## src/rtl/crc_pkg.sv

```systemverilog
// crc_pkg: shared state encoding, default sizes and bit order for the CRC front end
package crc_pkg;
  localparam int DEF_DATA_WIDTH = 8;
  localparam int DEF_CRC_WIDTH = 8;
  localparam int DEF_TIMEOUT = 64;
  localparam bit LSB_FIRST = 1'b1;
  typedef enum logic [2:0] {IDLE, INIT, SHIFT, WAIT_CRC, COLLECT, DONE} state_t;
  function automatic int cnt_width(input int a, input int b, input int c);
    int m;
    m = a > b ? a : b;
    m = m > c ? m : c;
    return $clog2(m) + 1;
  endfunction
endpackage

```

## src/rtl/crc_frame_sequencer_if.sv

```systemverilog
// crc_frame_sequencer_if: byte handshake, serial CRC-stage link and collected result
interface crc_frame_sequencer_if
  import crc_pkg::*;
#(
  parameter int DATA_WIDTH = DEF_DATA_WIDTH,
  parameter int CRC_WIDTH = DEF_CRC_WIDTH
);
  logic [DATA_WIDTH-1:0] In_Data;
  logic In_Valid;
  logic In_Ready;
  logic Crc_Init;
  logic Data;
  logic Active;
  logic Crc_Bit;
  logic Crc_Valid;
  logic [CRC_WIDTH-1:0] Out_Crc;
  logic Out_Valid;
  logic Err;
  modport slave (
    input In_Data, In_Valid, Crc_Bit, Crc_Valid,
    output In_Ready, Crc_Init, Data, Active, Out_Crc, Out_Valid, Err
  );
  modport master (
    output In_Data, In_Valid, Crc_Bit, Crc_Valid,
    input In_Ready, Crc_Init, Data, Active, Out_Crc, Out_Valid, Err
  );
endinterface

```

## src/rtl/crc_bit_shifter.sv

```systemverilog
// crc_bit_shifter: loadable shift register with serial in, parallel out and shift counter
module crc_bit_shifter
  import crc_pkg::*;
#(
  parameter int W = 8,
  parameter int CNT_W = 4
) (
  input  logic clk,
  input  logic rst,
  input  logic load,
  input  logic [W-1:0] din,
  input  logic shift,
  input  logic sin,
  input  logic clr,
  output logic [W-1:0] q,
  output logic [CNT_W-1:0] cnt
);
  always_ff @(posedge clk) begin
    if (rst) begin
      q <= '0;
      cnt <= '0;
    end else begin
      q <= load ? din : shift ? (LSB_FIRST ? {sin, q[W-1:1]} : {q[W-2:0], sin}) : q;
      cnt <= (load || clr) ? '0 : shift ? cnt + CNT_W'(1) : cnt;
    end
  end
endmodule

```

## src/rtl/crc_frame_sequencer.sv

```systemverilog
// crc_frame_sequencer: byte handshake in, serial Data/Active to the CRC stage, Crc_Bit/Crc_Valid collected into Out_Crc
module crc_frame_sequencer
  import crc_pkg::*;
#(
  parameter int DATA_WIDTH = DEF_DATA_WIDTH,
  parameter int CRC_WIDTH = DEF_CRC_WIDTH,
  parameter int TIMEOUT = DEF_TIMEOUT
) (
  input logic CLK,
  input logic RST,
  crc_frame_sequencer_if.slave bus
);
  localparam int CW = cnt_width(DATA_WIDTH, CRC_WIDTH, TIMEOUT);
  localparam logic [DATA_WIDTH-1:0] OUT_MASK = LSB_FIRST ? DATA_WIDTH'(1) : DATA_WIDTH'(1) << (DATA_WIDTH - 1);
  state_t state, next_state;
  logic in_ready, err, err_next;
  logic crc_init, active, data, out_valid;
  logic ser_load, ser_clr, col_shift, col_clr;
  logic [DATA_WIDTH-1:0] ser_q;
  logic [CRC_WIDTH-1:0] col_q;
  logic [CW-1:0] ser_cnt, col_cnt, wait_cnt;
  crc_bit_shifter #(.W(DATA_WIDTH), .CNT_W(CW)) u_ser (
    .clk(CLK),
    .rst(RST),
    .load(ser_load),
    .din(bus.In_Data),
    .shift(active),
    .sin(1'b0),
    .clr(ser_clr),
    .q(ser_q),
    .cnt(ser_cnt)
  );
  crc_bit_shifter #(.W(CRC_WIDTH), .CNT_W(CW)) u_col (
    .clk(CLK),
    .rst(RST),
    .load(1'b0),
    .din('0),
    .shift(col_shift),
    .sin(bus.Crc_Bit),
    .clr(col_clr),
    .q(col_q),
    .cnt(col_cnt)
  );
  always_ff @(posedge CLK) begin
    if (RST) begin
      state <= IDLE;
      in_ready <= 1'b0;
      err <= 1'b0;
      wait_cnt <= '0;
    end else begin
      state <= next_state;
      in_ready <= state == IDLE && next_state == IDLE;
      err <= err_next;
      wait_cnt <= (state == WAIT_CRC && next_state == WAIT_CRC) ? wait_cnt + CW'(1) : '0;
    end
  end
  always_comb begin
    next_state = state;
    err_next = 1'b0;
    case (state)
      IDLE: next_state = (bus.In_Valid && in_ready) ? INIT : IDLE;
      INIT: next_state = SHIFT;
      SHIFT: next_state = ser_cnt == CW'(DATA_WIDTH - 1) ? WAIT_CRC : SHIFT;
      WAIT_CRC: begin
        next_state = bus.Crc_Valid ? COLLECT : wait_cnt == CW'(TIMEOUT - 1) ? IDLE : WAIT_CRC;
        err_next = !bus.Crc_Valid && wait_cnt == CW'(TIMEOUT - 1);
      end
      COLLECT: begin
        next_state = !bus.Crc_Valid ? IDLE : col_cnt == CW'(CRC_WIDTH - 1) ? DONE : COLLECT;
        err_next = !bus.Crc_Valid;
      end
      DONE: next_state = IDLE;
      default: next_state = IDLE;
    endcase
  end
  always_comb begin
    crc_init = state == INIT;
    active = state == SHIFT;
    data = active && |(ser_q & OUT_MASK);
    out_valid = state == DONE;
    ser_load = state == IDLE && bus.In_Valid && in_ready;
    ser_clr = state != SHIFT;
    col_shift = bus.Crc_Valid && (state == WAIT_CRC || state == COLLECT);
    col_clr = !(state == WAIT_CRC || state == COLLECT);
  end
  assign bus.In_Ready = in_ready;
  assign bus.Crc_Init = crc_init;
  assign bus.Data = data;
  assign bus.Active = active;
  assign bus.Out_Crc = col_q;
  assign bus.Out_Valid = out_valid;
  assign bus.Err = err;
endmodule

```

## src/flat_wrapper.sv

```systemverilog
// flat-port wrapper written by rule: the top's interface ports become plain ports
module crc_frame_sequencer_flat import crc_pkg::*;
#(
  parameter int DATA_WIDTH = DEF_DATA_WIDTH,
  parameter int CRC_WIDTH = DEF_CRC_WIDTH,
  parameter int TIMEOUT = DEF_TIMEOUT
)
  (CLK, RST, bus_In_Data, bus_In_Valid, bus_Crc_Bit, bus_Crc_Valid, bus_In_Ready, bus_Crc_Init, bus_Data, bus_Active, bus_Out_Crc, bus_Out_Valid, bus_Err);
  crc_frame_sequencer_if #(.DATA_WIDTH(DATA_WIDTH), .CRC_WIDTH(CRC_WIDTH)) bus_i ();
  input logic CLK;
  input logic RST;
  input wire logic [$bits(bus_i.In_Data)-1:0] bus_In_Data;
  input wire logic [$bits(bus_i.In_Valid)-1:0] bus_In_Valid;
  input wire logic [$bits(bus_i.Crc_Bit)-1:0] bus_Crc_Bit;
  input wire logic [$bits(bus_i.Crc_Valid)-1:0] bus_Crc_Valid;
  output wire logic [$bits(bus_i.In_Ready)-1:0] bus_In_Ready;
  output wire logic [$bits(bus_i.Crc_Init)-1:0] bus_Crc_Init;
  output wire logic [$bits(bus_i.Data)-1:0] bus_Data;
  output wire logic [$bits(bus_i.Active)-1:0] bus_Active;
  output wire logic [$bits(bus_i.Out_Crc)-1:0] bus_Out_Crc;
  output wire logic [$bits(bus_i.Out_Valid)-1:0] bus_Out_Valid;
  output wire logic [$bits(bus_i.Err)-1:0] bus_Err;
  assign bus_i.In_Data = bus_In_Data;
  assign bus_i.In_Valid = bus_In_Valid;
  assign bus_i.Crc_Bit = bus_Crc_Bit;
  assign bus_i.Crc_Valid = bus_Crc_Valid;
  assign bus_In_Ready = bus_i.In_Ready;
  assign bus_Crc_Init = bus_i.Crc_Init;
  assign bus_Data = bus_i.Data;
  assign bus_Active = bus_i.Active;
  assign bus_Out_Crc = bus_i.Out_Crc;
  assign bus_Out_Valid = bus_i.Out_Valid;
  assign bus_Err = bus_i.Err;
  crc_frame_sequencer #(.DATA_WIDTH(DATA_WIDTH), .CRC_WIDTH(CRC_WIDTH), .TIMEOUT(TIMEOUT)) u_core (.CLK(CLK), .RST(RST), .bus(bus_i));
endmodule
```

## config.mk

```make
export PLATFORM = sky130hd
export DESIGN_NAME = crc_frame_sequencer_flat
export DESIGN_NICKNAME = d
export VERILOG_FILES = /design/src/rtl/crc_pkg.sv /design/src/rtl/crc_frame_sequencer_if.sv /design/src/rtl/crc_bit_shifter.sv /design/src/rtl/crc_frame_sequencer.sv /design/src/flat_wrapper.sv
export SDC_FILE = /design/constraint.sdc
export NUM_CORES = 1
export LEC_CHECK = 0
export CORE_ASPECT_RATIO = 0.9
export CORE_MARGIN = 5
export CORE_UTILIZATION = 45
export DETAILED_ROUTE_END_ITERATION = 6
export PLACE_DENSITY = 0.73
export SYNTH_ARGS = -nofsm -noshare
export SYNTH_HDL_FRONTEND = slang
export SYNTH_SLANG_ARGS = --single-unit
```

## constraint.sdc

```tcl
create_clock -name CLK -period 2.2 [get_ports CLK]
set_input_delay 0.55 -clock CLK [delete_from_list [all_inputs] [get_ports CLK]]
set_output_delay 0.55 -clock CLK [all_outputs]
set_load 0.01 [all_outputs]
```

Figure 1. PDN straps and rails.
The bar under the picture is 20 um long. Pins as bars on the die edge. Tap cells in grey.
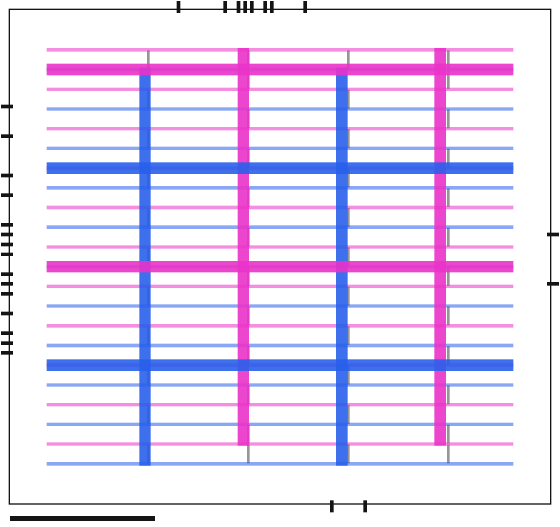
- VDD: magenta
- VSS: blue
- signal pins: 27
- met1 rails: 22
- met4 straps: 4

Figure 2. Placed cells, one colour a class.
Fill, decap, tap and diode cells in grey.
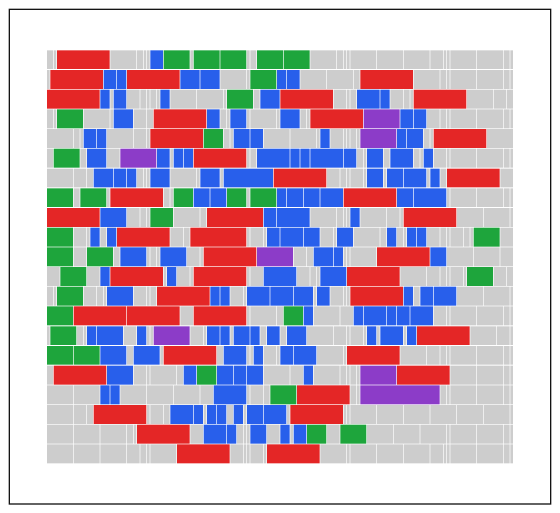
- flip-flops: red (cells 42)
- other buffers and delay cells: green (cells 32)
- clock drivers and dummy loads: purple (cells 7)
- all other logic: blue (cells 133)

Figure 3. Port wiring.
The bar under the picture is 20 um long.
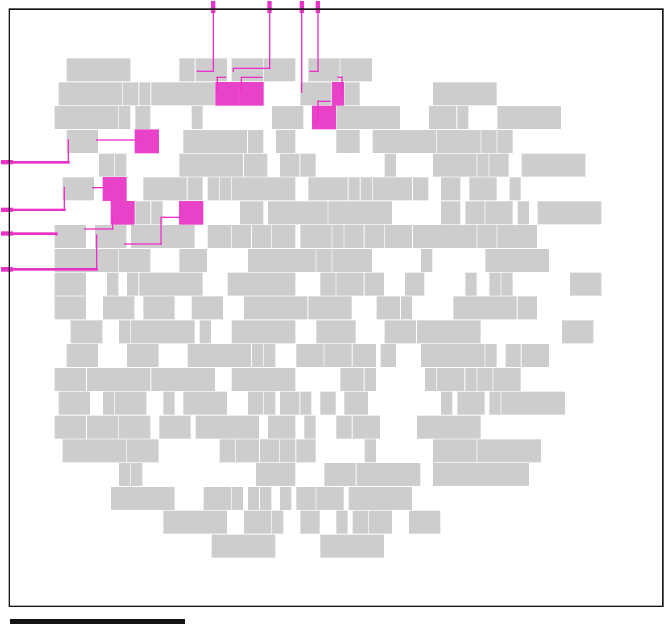
- `bus_In_Data`: magenta (direction input; end cells 8; wire 104 um)

==> CHANGELOG.md <==
### Changed

- Status: completed
- Worst path slowest cell: clkdlybuf4s50_1
- Met3 Wirelength: 167 um
- Post_cts resized: 5
- Global-route wire length before repair: approximately 5300 um
- Final period util: between 90% and 100%
- Clock slew seen by the registers of the worst setup and hold paths: about 0.080 ns
- Seq pwr share: a little over half
- Simple Share, Synth: about a quarter
- Design area: about 2100 um2
- Worst hold path depth: 1
- Buf/Inv on CP: 1
- Critical R2R Launch: u_core.state[2]$_SDFF_PP0_
- Gr busiest metal: met2
- Drt pass-1 iters: 4
- Cell type with the largest total area: dfxtp_1
- Fin. max-slew vios: 0
- Final WL: approximately 3200 um
- Initial antenna violation count: 0
- Synth Instances: roughly 180
- Hold Path Sink: u_core.u_ser.cnt[0]$_SDFFE_PP0P_
- Slowest stage delay, CP: about 0.59 ns
- Hold Crit Start: u_core.u_ser.cnt[0]$_SDFFE_PP0P_
- Netlist cell types: 35
- Die X: 74.51 um
- Worst Path Arrival: 1.53 ns
- Syn Area/Cell: 9.260 um2
- AND-OR/OR-AND share of the synthesized area: under 10%
- Worst-margin pin slew: about 0.6 ns
- # diodes: 0
- Final setup vio count: 0
- Share of cells above drive strength 1: 9.346%
- Global routing met1 resource utilization: about 18%
- Post-synth seq share: about half
- Hold WC Path Type: flop to flop
- Synthesized area: ~1700 um2
- Metal2 WL: approximately 1400 um
- I/O Pins: 27
- Worst path cell trace: nor3b_4 > clkdlybuf4s50_1
- # clock sinks: 42
- CP required: about 1.7 ns
- Max H-tree Level: 2
- Vias per cell: between 5 and 6
- Power share of the clock group: between 40% and 50%
- Gate power share: ~6.7%
- Placed Area: just over 2000 um2
- Global Route met2 Usage: a little over a fifth
- Met3 usage: 4.846%
- Crit path to: bus_Active
- Worst skew pair latency: around 0.30 ns
- P_sw: between 0.3 and 0.4 mW
- Switching part of the total: 20.19%
- Largest net degree at the start of global routing: 20
- XORs/XNORs by Area: just under 7%
- Crit path launch: u_core.state[1]$_SDFF_PP0_
- Yosys chip area: 1685 um2
- Internal power: 1.191 mW
- Pwr Density: 696.9 nW/um2
- Fa+ha+maj area frac: around 2.2%
- Nets@finish: about 230
- Number of global-route vias before repair: between 1000 and 1500
- CTS tree: done
- CTS max path bufs: 2
- Flop area: between 800 and 900 um2
- Final hold viol count: 0
- Clock skew: roughly 0.01 ns
- # DRC: 0
- Wire length on met1: 1574 um
- CTS Hold Bufs: 0
- Ys Warns: 0
- Root buffer cell: clkbuf_8
- Worst VDD drop: 0.0003759 V
- DP HPWL: between 2000 and 2500 um
- Die Height: about 68 um
- Top cell area share: between 40% and 50%
- Top area cell types: dfxtp_1 50%, nor2_1 6.5%, mux2i_1 4.8%
- Post-CTS Setup Repair Bufs: 0
- Top sig layer: met4
- GP Congestion: between 0.7 and 0.8
- Critical R2R Capture: u_core.u_col.cnt[5]$_SDFFE_PP0P_
- CP Depth: 2
- Fmax: between 0.4 and 0.5 GHz
- Remaining global-route overflow: 0
- Multiplexer share of the synthesized area: between 4 and 5%
Figure 4. Placement view.
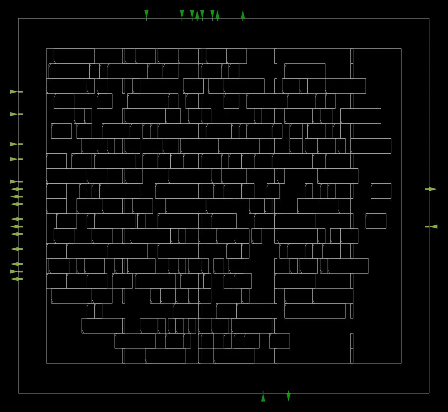
FILL cells: 326
core area: 3679 um2
std cell rows: 21

Figure 5. Wiring heat map.
The die is cut into 15 by 14 equal tiles; dark blue is low, red is high, scaled to the fullest tile. Values are wire area over tile area, all layers added.
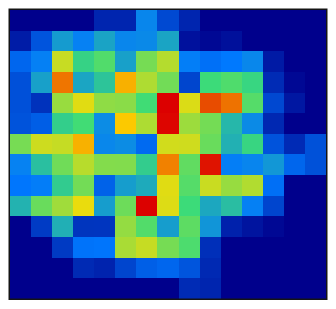
- tiles over half the peak: 28%
- emptiest ninth of the die: lower right
- fullest tile: 0.35

-- registers in the layout, indices dropped and copies added (netlist names) --
register	flops
u_core.bus.Err	1
u_core.bus.In_Ready	1
u_core.state	3
u_core.u_col.cnt	7
u_core.u_col.q	8
u_core.u_ser.cnt	7
u_core.u_ser.q	8
u_core.wait_cnt	7
-- power groups by stage --
stage | Sequential (mW) | Combinational (mW) | Clock, mW
6_report | 0.786 | 0.0997 | 0.607
4_1_cts | 0.786 | 0.100 | 0.624
5_1_grt | 0.788 | 0.110 | 0.657
3_3_place_gp | 0.802 | 0.0984 | 0
3_5_place_dp | 0.802 | 0.0984 | 0
2_1_floorplan | 0.801 | 0.0485 | 0
-- layout make-up --
type                            count  area share, %
Clock buffer                        6          3.855
Clock inverter                      1          1.402
Inverter                            5         0.8762
Multi-Input combinational cell    128          37.62
Sequential cell                    42          39.37
Tap cell                           46          2.687
Timing Repair Buffer               32          14.19
-- Yosys cell counts, drive strengths merged --
library cell / number
ha: 3
nor2b: 1
o21bai: 1
or2: 1
nor4: 2
buf: 4
mux2i: 8
a221oi: 1
a22oi: 7
nand2b: 1
o211ai: 1
and3b: 2
nand3: 6
and4bb: 1
and2: 2
a21oi: 11
o21ai: 3
nand2: 13
clkbuf: 3
or3: 2
inv: 5
nand3b: 1
a31oi: 1
xor2: 9
nor2: 29
and3: 5
xnor2: 4
o31ai: 1
nand4: 4
dfxtp: 42
nor3: 3
nor4bb: 1
nor3b: 4
-- stage by stage --
step           hold slack, ns  power, mW  std cells  setup slack [ns]
2_1_floorplan          0.4132     0.8497        182            0.5017
5_1_grt                0.4798      1.555        260           0.04769
3_3_place_gp           0.4278     0.9004        253            0.2398
4_1_cts                0.4544      1.510        260            0.1066
6_report               0.4489      1.493        260            0.1195
3_5_place_dp           0.4378     0.9009        253            0.2025
Power is estimated from default activity; no workload was simulated.
